### Cells colored by class

Scale bar: 20 µm.
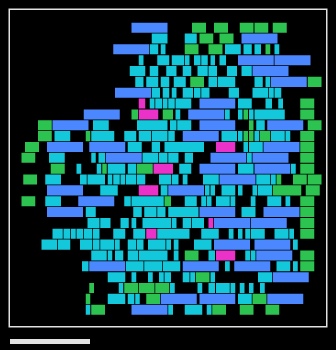
### Routing congestion

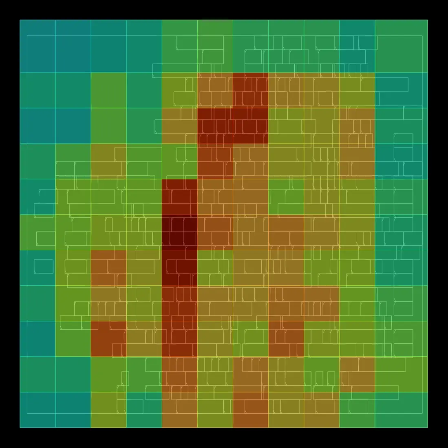
**src/rtl/alu_trojan_monitor.sv**
```systemverilog
// Purpose: recompute each ALU transaction with a golden model; count mismatches, capture the first, raise a sticky alarm.
// Latency: valid at edge N -> pulse/count/capture/alarm updated at edge N+1.
// Backpressure: none; accepts one transaction per cycle, clear flushes the pipeline.
module alu_trojan_monitor #(
    parameter int MISMATCH_THRESH = 4,
    parameter int CNT_W           = 8
) (
    input  logic             clk,
    input  logic             rst_n,
    input  logic             valid,
    input  logic [3:0]       A,
    input  logic [3:0]       B,
    input  logic [1:0]       op,
    input  logic [3:0]       result,
    input  logic             carry,
    input  logic             zero,
    input  logic             overflow,
    input  logic             clear,
    output logic             mismatch_pulse,
    output logic [CNT_W-1:0] mismatch_count,
    output logic             alarm,
    output logic             fail_captured,
    output logic [1:0]       fail_op,
    output logic [3:0]       fail_a,
    output logic [3:0]       fail_b,
    output logic [3:0]       fail_result
);

    typedef struct packed {
        logic [1:0] op;
        logic [3:0] a;
        logic [3:0] b;
        logic [3:0] result;
        logic       carry;
        logic       zero;
        logic       overflow;
    } txn_t;

    typedef enum logic {MONITOR = 1'b0, ALARM = 1'b1} state_t;

    state_t           state, state_nxt;
    txn_t             s1_dat;
    logic             s1_vld;
    logic [4:0]       sum;
    logic [3:0]       exp_result;
    logic             exp_carry, exp_zero, exp_overflow;
    logic             mismatch;
    logic [CNT_W-1:0] cnt_inc;

    // Golden model evaluated on the S1 snapshot
    always_comb begin
        sum          = '0;
        exp_result   = '0;
        exp_carry    = 1'b0;
        exp_overflow = 1'b0;
        case (s1_dat.op)
            2'b00: begin
                sum          = {1'b0, s1_dat.a} + {1'b0, s1_dat.b};
                exp_result   = sum[3:0];
                exp_carry    = sum[4];
                exp_overflow = (s1_dat.a[3] == s1_dat.b[3]) && (exp_result[3] != s1_dat.a[3]);
            end
            2'b01: begin
                exp_result   = s1_dat.a - s1_dat.b;
                exp_carry    = s1_dat.a < s1_dat.b;
                exp_overflow = (s1_dat.a[3] != s1_dat.b[3]) && (exp_result[3] != s1_dat.a[3]);
            end
            2'b10:   exp_result = s1_dat.a & s1_dat.b;
            default: exp_result = s1_dat.a | s1_dat.b;
        endcase
        exp_zero = (exp_result == 4'd0);
    end

    assign mismatch = s1_vld && ((s1_dat.result   != exp_result) ||
                                 (s1_dat.carry    != exp_carry)  ||
                                 (s1_dat.zero     != exp_zero)   ||
                                 (s1_dat.overflow != exp_overflow));

    assign cnt_inc = (mismatch_count == {CNT_W{1'b1}}) ? mismatch_count : mismatch_count + 1'b1;

    always_comb begin
        state_nxt = state;
        if (clear) begin
            state_nxt = MONITOR;
        end else if (state == MONITOR && mismatch && cnt_inc >= CNT_W'(MISMATCH_THRESH)) begin
            state_nxt = ALARM;
        end
    end

    assign alarm = (state == ALARM);

    always_ff @(posedge clk or negedge rst_n) begin
        if (!rst_n) begin
            state <= MONITOR;
        end else begin
            state <= state_nxt;
        end
    end

    // clear wins over both the incoming transaction and a mismatch resolving this cycle
    always_ff @(posedge clk or negedge rst_n) begin
        if (!rst_n) begin
            s1_vld         <= 1'b0;
            s1_dat         <= '0;
            mismatch_pulse <= 1'b0;
            mismatch_count <= '0;
            fail_captured  <= 1'b0;
            fail_op        <= '0;
            fail_a         <= '0;
            fail_b         <= '0;
            fail_result    <= '0;
        end else if (clear) begin
            s1_vld         <= 1'b0;
            mismatch_pulse <= 1'b0;
            mismatch_count <= '0;
            fail_captured  <= 1'b0;
            fail_op        <= '0;
            fail_a         <= '0;
            fail_b         <= '0;
            fail_result    <= '0;
        end else begin
            s1_vld         <= valid;
            mismatch_pulse <= mismatch;
            if (valid) begin
                s1_dat <= '{op: op, a: A, b: B, result: result,
                            carry: carry, zero: zero, overflow: overflow};
            end
            if (mismatch) begin
                mismatch_count <= cnt_inc;
                if (!fail_captured) begin
                    fail_captured <= 1'b1;
                    fail_op       <= s1_dat.op;
                    fail_a        <= s1_dat.a;
                    fail_b        <= s1_dat.b;
                    fail_result   <= s1_dat.result;
                end
            end
        end
    end

endmodule

```
**config.mk**
```make
export PLATFORM = sky130hd
export DESIGN_NAME = alu_trojan_monitor
export DESIGN_NICKNAME = d
export VERILOG_FILES = /design/src/rtl/alu_trojan_monitor.sv
export SDC_FILE = /design/constraint.sdc
export NUM_CORES = 1
export LEC_CHECK = 0
export ABC_AREA = 0
export CORE_UTILIZATION = 45
export DETAILED_ROUTE_END_ITERATION = 6
export GPL_TIMING_DRIVEN = 0
export PLACE_DENSITY = 0.8
export RECOVER_POWER = 100
export SYNTH_ARGS = -nofsm -noshare
export SYNTH_HDL_FRONTEND = slang
export SYNTH_SLANG_ARGS = --single-unit
```
**constraint.sdc**
```tcl
create_clock -name clk -period 3.4 [get_ports clk]
set_input_delay 0.68 -clock clk [delete_from_list [all_inputs] [get_ports clk]]
set_output_delay 0.68 -clock clk [all_outputs]
set_load 0.005 [all_outputs]
```
==> ci_impl_report.md <==
## Implementation flow summary

| Metric | Value |
|---|---|
| Status | finished with violations |
| Failing checks | max-capacitance violations, max-slew violations |
| PwrDens | a little over 400 nW/µm² |
| Logic share of the area | 0.435 |
| Group drawing the most power | sequential cells |
| Sequential power share | 0.438 |
| Net Sw Frac | 0.335 |
| RSZ-0062 raised after global routing | false |
| Setup WS pre-CTS | approximately 0.13 ns |
| Number of buffers created by CTS | 5 |
| MaxCap Viol Count | 1 |
| Cell area after synthesis | 2680 µm² |
| Clock buffer depth | 2 |
| Yosys cell count | 264 |
| Remaining Overflow, GRT | 0 |
| Flops | 43 |
| Area leader, netlist | dfrtp_1 |
| Total power | 1360 µW |
| Mux share | 0.123 |
| Iter 0 DRT Violations | 70 |
| EDFF count, synth | 0 |
| R2R setup slack | ~0.17 ns |
| Tap Count | 72 |
| FF-to-FF path depth | 12 |
| Post-synthesis net count | 300 |
| Nonclk inv count | 21 |
| Setup CP Type | reg2reg |
| Slew Viols, Final | 32 |
| HPWL Detailed | 4320 µm |
| Fin crit share | 0.950 |
| Top cells excl fill/tap | 43 x nand2_1, 43 x dfrtp_1, 26 x dlygate4sd3_1, 21 x inv_1, 18 x clkdlybuf4s50_1 |
| Max reg flops | 17 |
| Mean Syn Cell Area | between 10 and 15 µm² |
| CP delay by family, top | adder cells |
| DR vias/cell | 5.40 |
| Die Width | around 79 µm |
| Diodes inserted | 0 |
| Largest stage delay on the critical path | 0.48 ns |
| Compound Share, Synth | 0.135 |
| Routed wire length | 5650 µm |
| Area share of fa/ha/maj cells after synthesis | 0.0755 |
| Core area | 5640 µm² |
| Top cell by count, worst path | inv_1 |
| TritonCTS clock tree | done |
| Maximum clock frequency | 310 MHz |
-- 'Cells colored by class' (at the start) --
- registers: blue (cells 43; share of their area 33%)
- remaining logic cells: cyan (cells 209; share of their area 47%)
- remaining buffers and delay cells: green (cells 61; share of their area 17%)
- clock drivers and dummy loads: magenta (cells 8; share of their area 2.6%)

-- 'Routing congestion' (at the start) --
GRT busiest layer: met2
gr usage total: 0.201
met3 Resource Use GR: 0.0241

routing by layer:
| metal | up-vias | global-route usage | part of all wire |
|---|---|---|---|
| met3 | 9 | 0.0241 | 0.028 |
| met4 | 0 | 0.0745 | 0.018 |
| li1 | 1031 | - | - |
| met2 | 56 | 0.335 | 0.47 |
| met5 | - | 0 | 0 |
| met1 | 1027 | 0.268 | 0.48 |
Yosys cell counts, drive strengths merged, types with 2 or more instances:
cell	instances
a2111o	2
a21oi	11
and2	2
and3	3
and4	2
buf	6
clkbuf	6
dfrtp	43
fa	2
ha	13
inv	21
mux2	12
mux2i	15
mux4	2
nand2	44
nand2b	2
nand3	5
nand3b	3
nand4	3
nor2	7
nor2b	10
o211ai	5
o21ai	13
o221a	2
or2	3
or4	2
xnor2	5
xor2	3
Power and IR drop assume default switching activity.
